### src/rtl/mealy_dual_pattern_detector.sv
// Dual serial pattern detector: two independent Mealy matchers share one bit
// history and each keeps its own fill tracker and saturating hit counter.

module mdpd_unit #(
    parameter int          LEN   = 3,
    parameter logic [15:0] PAT   = 16'b010,
    parameter int          CNT_W = 8
) (
    input  logic             clk,
    input  logic             reset,
    input  logic             en,
    input  logic             x,
    input  logic             overlap,
    input  logic             clr_cnt,
    input  logic [LEN-2:0]   hist,
    output logic             match,
    output logic [CNT_W-1:0] cnt
);
    localparam int FW = $clog2(16) + 1;
    localparam logic [FW-1:0] FULL = FW'(LEN - 1);

    logic [FW-1:0]  fill;
    logic [LEN-1:0] window;

    assign window = {hist, x};
    assign match  = en && (fill == FULL) && (window == PAT[LEN-1:0]);

    // fill counts accepted bits usable for the next hit; a non-overlapped
    // hit throws them all away so the next hit needs LEN fresh bits
    always_ff @(posedge clk) begin
        if (reset) begin
            fill <= '0;
        end else if (en) begin
            if (match && !overlap)
                fill <= '0;
            else if (fill != FULL)
                fill <= fill + 1'b1;
        end
    end

    always_ff @(posedge clk) begin
        if (reset || clr_cnt)
            cnt <= '0;
        else if (match && (cnt != {CNT_W{1'b1}}))
            cnt <= cnt + 1'b1;
    end
endmodule

module mealy_dual_pattern_detector #(
    parameter int          LEN_A = 3,
    parameter logic [15:0] PAT_A = 16'b010,
    parameter int          LEN_B = 4,
    parameter logic [15:0] PAT_B = 16'b1001,
    parameter int          CNT_W = 8
) (
    input  logic             clk,
    input  logic             reset,
    input  logic             en,
    input  logic             x,
    input  logic             overlap,
    input  logic             clr_cnt,
    output logic             match_a,
    output logic             match_b,
    output logic             match_both,
    output logic [CNT_W-1:0] cnt_a,
    output logic [CNT_W-1:0] cnt_b
);
    localparam int MAXL = (LEN_A > LEN_B) ? LEN_A : LEN_B;
    localparam int HW   = MAXL - 1;

    if (LEN_A < 2 || LEN_A > 16 || (PAT_A >> LEN_A) != 16'd0) begin : g_bad_a
        $error("pattern A: LEN_A out of range or PAT_A wider than LEN_A");
    end
    if (LEN_B < 2 || LEN_B > 16 || (PAT_B >> LEN_B) != 16'd0) begin : g_bad_b
        $error("pattern B: LEN_B out of range or PAT_B wider than LEN_B");
    end

    // hist[0] is the newest accepted bit
    logic [HW-1:0] hist;

    always_ff @(posedge clk) begin
        if (reset)
            hist <= '0;
        else if (en)
            hist <= HW'({hist, x});
    end

    mdpd_unit #(.LEN(LEN_A), .PAT(PAT_A), .CNT_W(CNT_W)) u_a (
        .clk     (clk),
        .reset   (reset),
        .en      (en),
        .x       (x),
        .overlap (overlap),
        .clr_cnt (clr_cnt),
        .hist    (hist[LEN_A-2:0]),
        .match   (match_a),
        .cnt     (cnt_a)
    );

    mdpd_unit #(.LEN(LEN_B), .PAT(PAT_B), .CNT_W(CNT_W)) u_b (
        .clk     (clk),
        .reset   (reset),
        .en      (en),
        .x       (x),
        .overlap (overlap),
        .clr_cnt (clr_cnt),
        .hist    (hist[LEN_B-2:0]),
        .match   (match_b),
        .cnt     (cnt_b)
    );

    assign match_both = match_a & match_b;
endmodule

### config.mk
export PLATFORM = sky130hd
export DESIGN_NAME = mealy_dual_pattern_detector
export DESIGN_NICKNAME = d
export VERILOG_FILES = /design/src/rtl/mealy_dual_pattern_detector.sv
export SDC_FILE = /design/constraint.sdc
export NUM_CORES = 1
export LEC_CHECK = 0
export CORE_ASPECT_RATIO = 1.1
export CORE_MARGIN = 8
export CORE_UTILIZATION = 55
export CTS_CLUSTER_SIZE = 24
export DETAILED_ROUTE_END_ITERATION = 7
export DONT_BUFFER_PORTS = 1
export PLACE_DENSITY = 0.7
export SLEW_MARGIN = 20
export SYNTH_ARGS = -nofsm -noshare
export SYNTH_HDL_FRONTEND = slang
export SYNTH_SLANG_ARGS = --single-unit
### constraint.sdc
create_clock -name clk -period 3.7 [get_ports clk]
set_clock_uncertainty 0.05 [all_clocks]
set_input_delay 0.925 -clock clk [delete_from_list [all_inputs] [get_ports clk]]
set_output_delay 0.925 -clock clk [all_outputs]
set_load 0.01 [all_outputs]
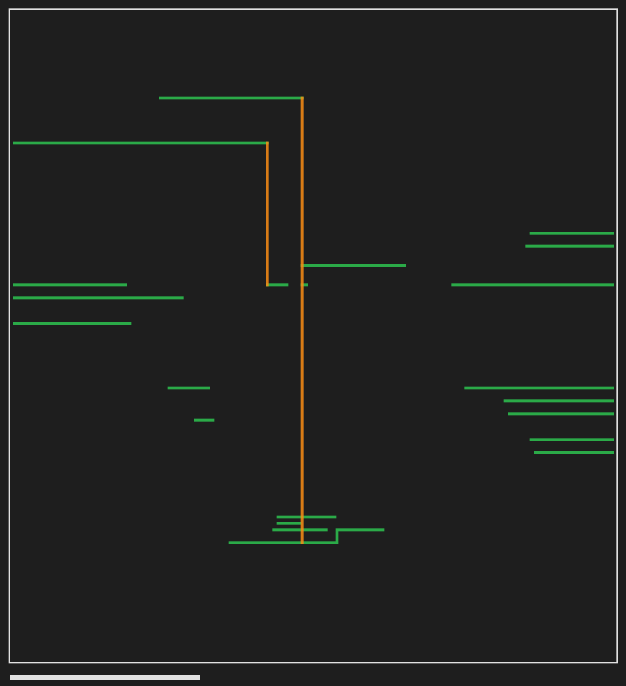
(signal wires by layer)
Scale bar: 20 microns. Only two layers are drawn.
layer	colour	wire length
met3	green	223 microns
met4	orange	61.9 microns
wire length per cell: 14.7 microns
all-layer global routing usage: 0.137
vias: 1166
WL final: 2840 microns

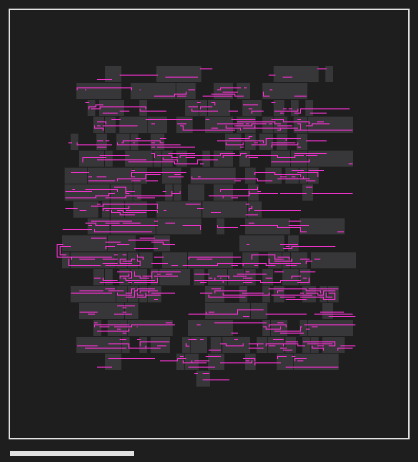
(metal 1)
Scale bar: 20 microns. Cells faint in the background.
share of all routed wire	42%
longest straight run	10.6 microns
wire length on this layer	1180 microns
Global Route met1 Usage: 0.131

==> run summary <==
Outcome = complete, no violations
Flop pwr share = 0.607
CTS tree = built
Net Sw Frac = 0.242
Setup violations, final = 0
Final-layout fill cell count = 237
Seq area share = 0.397
Critical Path, Cell by Cell = ha_1 -> or4b_4 -> or4_4 -> inv_1
Area grow syn2layout = 5.03%
Biggest consumer = registers
Register area = 581 sq um
Max_cap viols = 0
Yosys xor share = 0.0440
Tap cells = 31
Startpoint types = register
Die y size = 68.8 microns
CTS Buf Count = 5
Max Fclk = 0.313 GHz
Seq. pwr = 0.000323 W
Top post-synthesis cells by area = dfxtp_1 42%, nor2_1 5.1%, a21oi_1 4.7%
DR DRC count = 0
Inst Count DP = 185
Clock network power = 0.000182 W
Floorplan utilization = 0.569
Cell count along the critical path = 4
Number of logic gates = 119
Internal cell power = 0.000404 W
Post-synth EDFFs = 0
GPL Wtd Cong = 0.809
Via density = 6.04
Detailed Routing Iterations Pass 1 = 4
Inverters = 5
H-tree depth = 2
Worst setup path class = reg -> out
Clock share of power = 0.342
Critical Path Max Stage Delay = 0.62 ns
Syn Area/Cell = 8.76 sq um
Clock Sinks = 29
Logic area = 766 sq um
CP Launch Point = u_b.fill[0]$_SDFFE_PP0P_
Comb pwr = 0.0000275 W
Yosys adder share = 0.0449
Hold Slack = 0.463 ns
FF-to-FF setup slack = 1.21 ns
Worst path top cell family by delay = simple AND/OR/NAND/NOR gates
HPWL Detailed = 2080 microns
Num ports = 25
Asr flop ratio synth = 0
Crit path to = match_b
Post-CTS Setup Bufs = 0
Signal buffers share of area = 0.00513
Reg2reg start = u_b.fill[0]$_SDFFE_PP0P_
Buffers & Inverters on Critical Path = 1
Setup ws final = 0.502 ns
Hold depth = 2
Flops after synth = 29
Most frequent cell after synthesis = dfxtp_1
Area leader share = 0.417
Finished Core Util = 0.597
Crit. End Element = output pin
Flops = 29
Leading cell kind = logic gates
DR top layer = met4
Clock buffers = 6
Synth area leader = dfxtp_1
Dominant comb cell = simple AND/OR/NAND/NOR gates
GRT overflow = 0
Top Layout Cells = 29 x dfxtp_1, 19 x nor2_1, 13 x a21oi_1
Final Cycle Share = 0.864
Layout cells sized above 1 = 0.0864
Worst slew pin tran = 0.754 ns
Final Critical Period = 3.20 ns
Most used flip-flop cell = dfxtp_1
Multi-input gate share of total cell area = 0.524
WP data required = 2.72 ns
Post-DP Area = 1410 sq um
Yosys cell count = 159
Max Buffers Root-to-Sink = 2
AND/OR/NAND/NOR Cells, Area Fraction = 0.266
Hold Crit Start = u_b.fill[0]$_SDFFE_PP0P_
Reg2reg end = u_b.cnt[7]$_SDFFE_PP0P_
CP Max Fanout = 15
Yosys aoi share = 0.147
Pleak = 0.509 nW
Seq share, synth = 0.417
Final clock-cell share = 0.0351
Worst min path class = reg -> reg
Hold Crit Endpoint = u_b.fill[0]$_SDFFE_PP0P_
Yosys warnings = 0
Largest net degree at the start of global routing = 16
Met1 wire length = 1180 microns
WP data arrival = 2.22 ns
Pwr dens = 364 nW/um^2
N_diodes = 0
Hold buffers post-CTS = 0
Worst r2r path cells = 5
First-pass GRT wire length = 4770 microns
Worst slack, placed = 0.849 ns
Core area = 2450 sq um
TNS Setup = 0 ns
Non-CTS buffers = 1
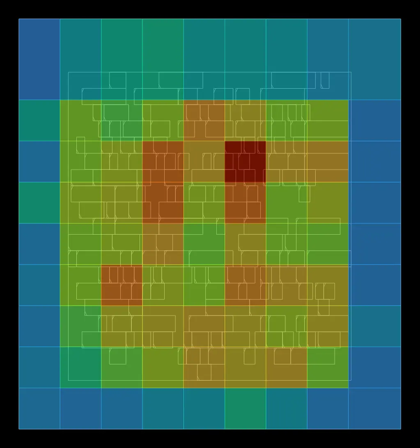
(track usage over the die)
met2 GRT Util: 0.235
grt peak-use layer: met2

No activity file was given, so power comes from the tool's default toggle rates.
